## src/rtl/dmem_bus_if_pkg.sv

```systemverilog
// dmem_bus_if_pkg: shared state encodings and constants for the data-memory bus interface
package dmem_bus_if_pkg;
    typedef enum logic [1:0] {DMEM_IDLE, DMEM_BUSY, DMEM_DONE} dmem_state_e;
    localparam logic READ = 1'b0;
    localparam logic WRITE = 1'b1;
    localparam int unsigned DMEM_TIMEOUT_DEF = 255;
endpackage

```

## src/rtl/dmem_timeout_cnt.sv

```systemverilog
// dmem_timeout_cnt: counts BUSY cycles and flags the last wait cycle allowed
module dmem_timeout_cnt #(
    parameter int unsigned LIMIT = 255
) (
    input  logic clk,
    input  logic rst_n,
    input  logic clr_i,
    input  logic inc_i,
    output logic expired_o
);
    logic [7:0] cnt_q;
    always_ff @(posedge clk)
        if (!rst_n || clr_i) cnt_q <= '0;
        else if (inc_i) cnt_q <= cnt_q + 8'd1;
    assign expired_o = cnt_q == 8'(LIMIT - 1);
endmodule

```

## src/rtl/dmem_bus_if.sv

```systemverilog
// dmem_bus_if: runs MEM-stage RAM requests as Wishbone-classic cycles, stalling until ack/err/timeout
module dmem_bus_if
    import dmem_bus_if_pkg::*;
#(
    parameter int unsigned TIMEOUT_CYCLES = DMEM_TIMEOUT_DEF,
    parameter int unsigned DW = 32
) (
    input  logic          clk,
    input  logic          rst_n,
    input  logic          ram_en_i,
    input  logic          ram_we_i,
    input  logic [3:0]    ram_sel_i,
    input  logic [DW-1:0] ram_addr_i,
    input  logic [DW-1:0] ram_data_i,
    output logic [DW-1:0] ram_data_o,
    output logic          stall_req_o,
    input  logic          pipe_stall_i,
    input  logic          flush_i,
    output logic          bus_err_o,
    output logic [DW-1:0] wb_adr_o,
    output logic [DW-1:0] wb_dat_o,
    output logic [3:0]    wb_sel_o,
    output logic          wb_we_o,
    output logic          wb_cyc_o,
    output logic          wb_stb_o,
    input  logic [DW-1:0] wb_dat_i,
    input  logic          wb_ack_i,
    input  logic          wb_err_i
);
    dmem_state_e   state_q;
    logic [DW-1:0] adr_q, dat_q, rd_buf_q;
    logic [3:0]    sel_q;
    logic          we_q, cyc_q, stb_q, bus_err_q, flushed_q, expired;

    dmem_timeout_cnt #(.LIMIT(TIMEOUT_CYCLES)) u_cnt (
        .clk      (clk),
        .rst_n    (rst_n),
        .clr_i    (state_q == DMEM_IDLE),
        .inc_i    (state_q == DMEM_BUSY),
        .expired_o(expired)
    );

    always_ff @(posedge clk)
        if (!rst_n) begin
            state_q   <= DMEM_IDLE;
            adr_q     <= '0;
            dat_q     <= '0;
            sel_q     <= '0;
            we_q      <= 1'b0;
            cyc_q     <= 1'b0;
            stb_q     <= 1'b0;
            rd_buf_q  <= '0;
            bus_err_q <= 1'b0;
            flushed_q <= 1'b0;
        end else begin
            bus_err_q <= 1'b0;
            case (state_q)
                DMEM_IDLE:
                    if (ram_en_i && !flush_i) begin
                        adr_q     <= ram_addr_i & ~DW'(3);
                        dat_q     <= ram_data_i;
                        sel_q     <= ram_sel_i;
                        we_q      <= ram_we_i;
                        cyc_q     <= 1'b1;
                        stb_q     <= 1'b1;
                        rd_buf_q  <= '0;
                        flushed_q <= 1'b0;
                        state_q   <= DMEM_BUSY;
                    end
                DMEM_BUSY: begin
                    if (flush_i) flushed_q <= 1'b1;
                    // err beats ack; ack beats a timeout in the same cycle
                    if (wb_err_i || (expired && !wb_ack_i)) begin
                        cyc_q     <= 1'b0;
                        stb_q     <= 1'b0;
                        rd_buf_q  <= '0;
                        bus_err_q <= 1'b1;
                        state_q   <= (flushed_q || flush_i) ? DMEM_IDLE : DMEM_DONE;
                    end else if (wb_ack_i) begin
                        cyc_q    <= 1'b0;
                        stb_q    <= 1'b0;
                        rd_buf_q <= (we_q == WRITE) ? '0 : wb_dat_i;
                        state_q  <= (flushed_q || flush_i) ? DMEM_IDLE : DMEM_DONE;
                    end
                end
                DMEM_DONE:
                    if (flush_i || !pipe_stall_i) state_q <= DMEM_IDLE;
                default: state_q <= DMEM_IDLE;
            endcase
        end

    assign stall_req_o = rst_n && ((state_q == DMEM_IDLE && ram_en_i && !flush_i) ||
                                   (state_q == DMEM_BUSY && !flushed_q));
    assign ram_data_o  = (state_q == DMEM_DONE) ? rd_buf_q : '0;
    assign bus_err_o   = bus_err_q;
    assign wb_adr_o    = adr_q;
    assign wb_dat_o    = dat_q;
    assign wb_sel_o    = sel_q;
    assign wb_we_o     = we_q;
    assign wb_cyc_o    = cyc_q;
    assign wb_stb_o    = stb_q;
endmodule

```

## config.mk

```make
export PLATFORM = sky130hd
export DESIGN_NAME = dmem_bus_if
export DESIGN_NICKNAME = d
export VERILOG_FILES = /design/src/rtl/dmem_bus_if_pkg.sv /design/src/rtl/dmem_timeout_cnt.sv /design/src/rtl/dmem_bus_if.sv
export SDC_FILE = /design/constraint.sdc
export NUM_CORES = 1
export LEC_CHECK = 0
export CAP_MARGIN = 20
export CORE_AREA = 3 3 123 101
export CTS_CLUSTER_SIZE = 20
export DETAILED_ROUTE_END_ITERATION = 7
export DIE_AREA = 0 0 126 104
export PLACE_DENSITY = 0.8
export REMOVE_ABC_BUFFERS = 1
export SKIP_CTS_REPAIR_TIMING = 1
export SLEW_MARGIN = 20
export SYNTH_ARGS = -nofsm -noshare
export SYNTH_HDL_FRONTEND = slang
export SYNTH_SLANG_ARGS = --single-unit
```

## constraint.sdc

```tcl
create_clock -name clk -period 2.5 [get_ports clk]
set_input_delay 0.625 -clock clk [delete_from_list [all_inputs] [get_ports clk]]
set_output_delay 0.625 -clock clk [all_outputs]
set_load 0.01 [all_outputs]
```

Run 1, track usage over the die:
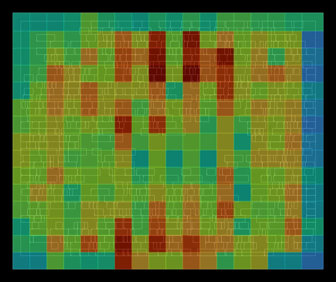
routing layer with the top usage in global route: met2
met1 global-route usage: 22.3%
met3 usage in global routing: 5.90%

Run 1, met2 routing:
(4 px per µm) Cells faint in the background.
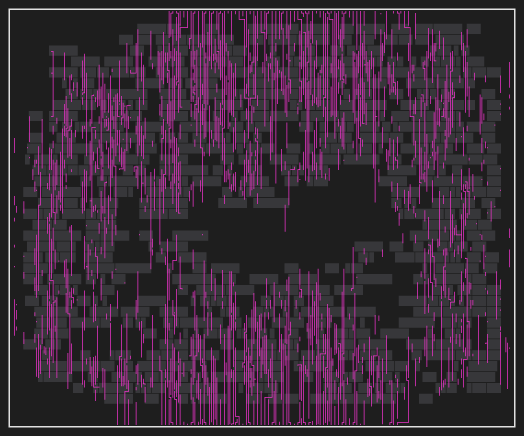
longest straight run: 38.8 µm
main direction: vertical

Run 1, met3 routing:
(4 px per µm) Cells faint in the background.
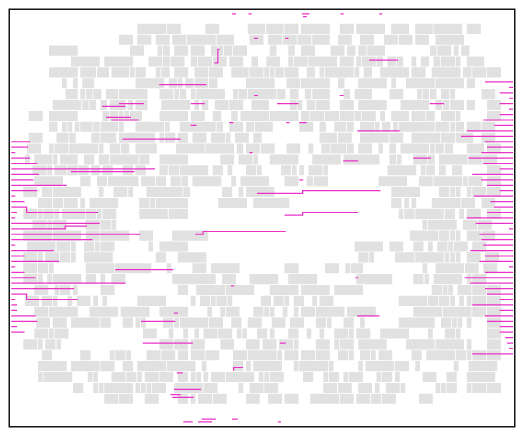
share of all routed wire: 6.7%
wire length on this layer: 890 µm
nets with wire on the layer: 118

Run 1, wiring heat map:
(3 px per µm) 25 x 21 tiles, from dark blue (low) to red (high), scaled to the fullest tile. Values are wire area over tile area, all layers added.
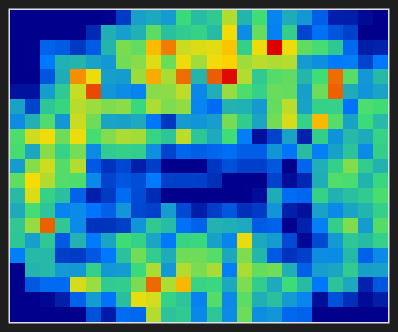
tiles over half the peak: 26%
fullest tile: 0.46
mean over tiles: 0.16
densest ninth of the die: top middle

==> results.txt, run 1 <==
Entry: Yosys synthesis followed by OpenROAD place and route.

Worst setup path:
- The run gives the type of origin of the critical path as a flip-flop.
- The run gives the delay contributed by the slowest stage of the critical path as 0.54 ns.
- The run gives the terminus of the critical flop-to-flop path as rd_buf_q[12]$_SDFFE_PN0P_.
- The OpenROAD report gives the critical path a data arrival time of around 1.8 ns.
- The run gives the critical path's slowest cell as clkdlybuf4s50_1.
- The run puts the count of cells along the worst register-to-register path at 7.

Routing:
- The run gives the number of routed nets with antenna violations as 0.
- The run gives the routed length on met1 as 5.40 mm.
- For this run, the detailed router reports a per-instance via density of 4.90.

Global routing:
- The run puts the initial antenna violation count at 0.
- The first global-routing pass estimated roughly 21 mm of wire.

Status:
- The flow ran to the end, and the final reports show no timing, DRC or antenna violations.

Logic synthesis:
- The synthesized netlist was found by Yosys to have 543 cells.
- The run gives the total of warnings raised by yosys as 0.
- The synthesis stat section lists a flop and latch total of around 110.
- The main area contributors are dfxtp_1, nand2_1, a21boi_0, mux2i_1, and2_1.
- The run puts the synthesized area per cell at 8.67 µm².
- The run gives the number of standard cells after synthesis as about 540.
- After synthesis, the chip area reported by Yosys is 4710 µm².

Finish:
- The run gives the multi-input gate area in the final layout as 2220 µm².
- The run puts the proportion of cell area occupied by multi-input gates at 30.7%.

Place:
- The run puts the number of placed cells counting well taps at approximately 870.
- The run puts the detailed placer's ending HPWL at 9.31 mm.

Power:
- The biggest slice of the total power is consumed by sequential cells.
- In this run the power spent charging and discharging nets is 0.893 mW.
- The run puts the worst IR drop on VDD at 0.345 mV.
- The run puts the proportion of power drawn by combinational gates at 14.4%.
- Total power normalized to cell area comes to about 530 nW/µm².

STA:
- Derived from the worst setup path, the maximum achievable clock frequency is 410 MHz.
- The pin closest to its max-slew limit shows a slew of 0.934 ns.
- The final timing summary puts the cycle share of the worst path at 97.6%.

Run:
- The run puts the count of maximum capacitance violations at 0.
- The run gives the tool warning count as 30.

Floorplan:
- The run gives the area of the die as 13100 µm².
- The run gives the horizontal die dimension as 126 µm.
- The run puts the total I/O pin count at about 210.
- The run gives the effective utilization at floorplan as 41.3%.

Min path:
- The run puts the number of cells on the worst hold path at 2.
## run 1: logic make-up (layout without fill, tap and decap cells)
kind of cell,Yosys count,count (layout),share of synthesized area [%]
xor+xnor,6,6,1.12
simple gates,262,262,25.1
compound gates,78,78,12.3
buf+inv,48,240,5.77
flops,112,112,47.6
other cells,1,2,0.0797
fa+ha+maj,2,2,0.532
mux,34,34,7.52
## run 1: synthesized netlist by cell type, drive strengths merged
cell,instances
buf,21
ha,2
nand2,170
o21a,1
nor2b,3
nor4bb,1
and3,1
nand2b,2
conb,1
a22oi,2
and4,1
mux2,1
nor3b,2
xnor2,1
a21boi,67
a211o,1
nor3,2
clkbuf,24
a31oi,1
dfxtp,112
a21oi,2
dlygate4sd1,1
nand4,2
nand4b,1
xor2,5
or3,2
nand3,34
mux2i,33
o21ai,4
inv,2
and2,33
nor2,8
Run 1, pin map:
(4 px per µm) Pins as bars across the die edge, other pins in gray.
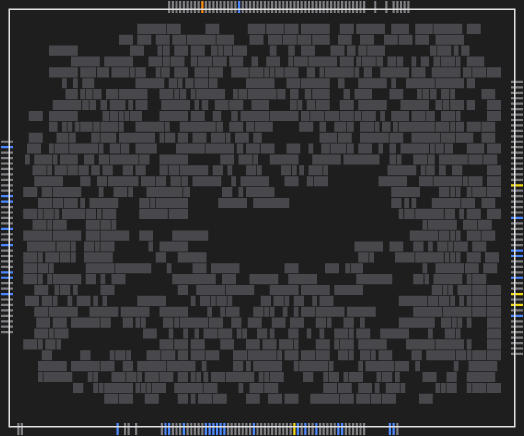

==> run 2: changes to the inputs <==
- RECOVER_POWER: unset -> 50
Run 2, pin map:
(4 px per µm) Pins as bars across the die edge, other pins in gray.
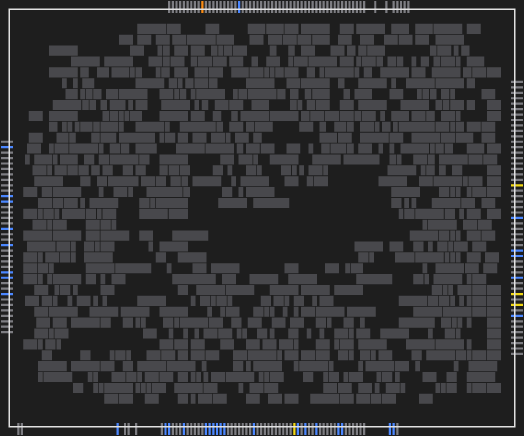
| color | port | pins | direction | edge |
|---|---|---|---|---|
| blue | ram_data_i | 32 | input | 18 bottom, 8 left, 5 right, 1 top |
| orange | bus_err_o | 1 | output | top |
| yellow | ram_sel_i | 4 | input | 3 right, 1 bottom |
all pins by edge: 65 bottom, 61 top, 51 right, 36 left
Die H: 104 µm
Die W: 126 µm

==> results.txt, run 2 <==
Entry: Yosys synthesis followed by OpenROAD place and route.

Status:
- The flow ran to the end, and the final reports show no timing, DRC or antenna violations.

Logic synthesis:
- The run gives the area fraction in compound gates as 12.3%.
- The run gives the dominant kind of combinational cell as simple AND/OR/NAND/NOR gates.
- The run puts the number of enable-type register cells in the synthesized netlist at 0.
- According to the Yosys statistics, the synthesized design has a chip area of roughly 4700 µm².
- After Yosys synthesis, full adders, half adders and majority gates account for 0.532% of the synthesized area.
- The number of cells reported by Yosys stat comes to 543.
- The run puts the synthesized area per cell at 8.67 µm².
- The run gives the number of standard cells after synthesis as about 540.

Run:
- The run puts the tool warning count at 30.
- The run gives the count of maximum capacitance violations as 0.

STA:
- The run gives the transition at the pin with the smallest max-transition slack as between 0.9 and 1 ns.
- The run puts the maximum achievable frequency at 411 MHz.

Place:
- The run gives the detailed placer's ending HPWL as around 9.3 mm.
- The run gives the number of placed cells counting well taps as 867.

Worst setup path:
- Among all stages on the critical path, the largest delay is contributed by clkdlybuf4s50_1.
- The run puts the critical path data arrival time at 1.81 ns.

Routing:
- The run puts the number of routed nets with antenna violations at 0.
- For this run, the detailed router reports a per-instance via density of 4.93.
- The run puts the routed length on met1 at 5.38 mm.

Floorplan:
- The run gives the total I/O pin count as ~210.

Finish:
- The fraction of cell area in multi-input combinational cells is reported as slightly above 30%.

Global routing:
- The run puts the first-pass GRT wire length at 21.0 mm.
- The run puts the initial antenna violation count at 0.
- Global routing consumed, on the met3 layer, roughly 6% of the routing resources.
- The global router reports that the layer with the highest usage is met2.
## run 2: worst paths after layout
path | startpoint | to | cells past startpoint
setup / recovery | state_q[1]$_SDFFE_PN0P_ | ram_data_o[12] | 4
hold reg to reg | wb_adr_o[27]$_SDFFE_PN0P_ | wb_adr_o[27]$_SDFFE_PN0P_ | 2
setup reg to reg | u_cnt.cnt_q[0]$_SDFFE_PP0N_ | rd_buf_q[12]$_SDFFE_PN0P_ | 7
hold / removal | wb_adr_o[27]$_SDFFE_PN0P_ | wb_adr_o[27]$_SDFFE_PN0P_ | 2
## run 2: report_power, final
| group | internal, mW | switching [mW] | leakage (nW) | total, mW |
|---|---|---|---|---|
| clock | 0.803 | 0.636 | 0.142 | 1.44 |
| sequential | 1.84 | 0.0299 | 0.911 | 1.87 |
| combinational | 0.302 | 0.230 | 2.16 | 0.533 |
Power is estimated from default activity; no workload was simulated.
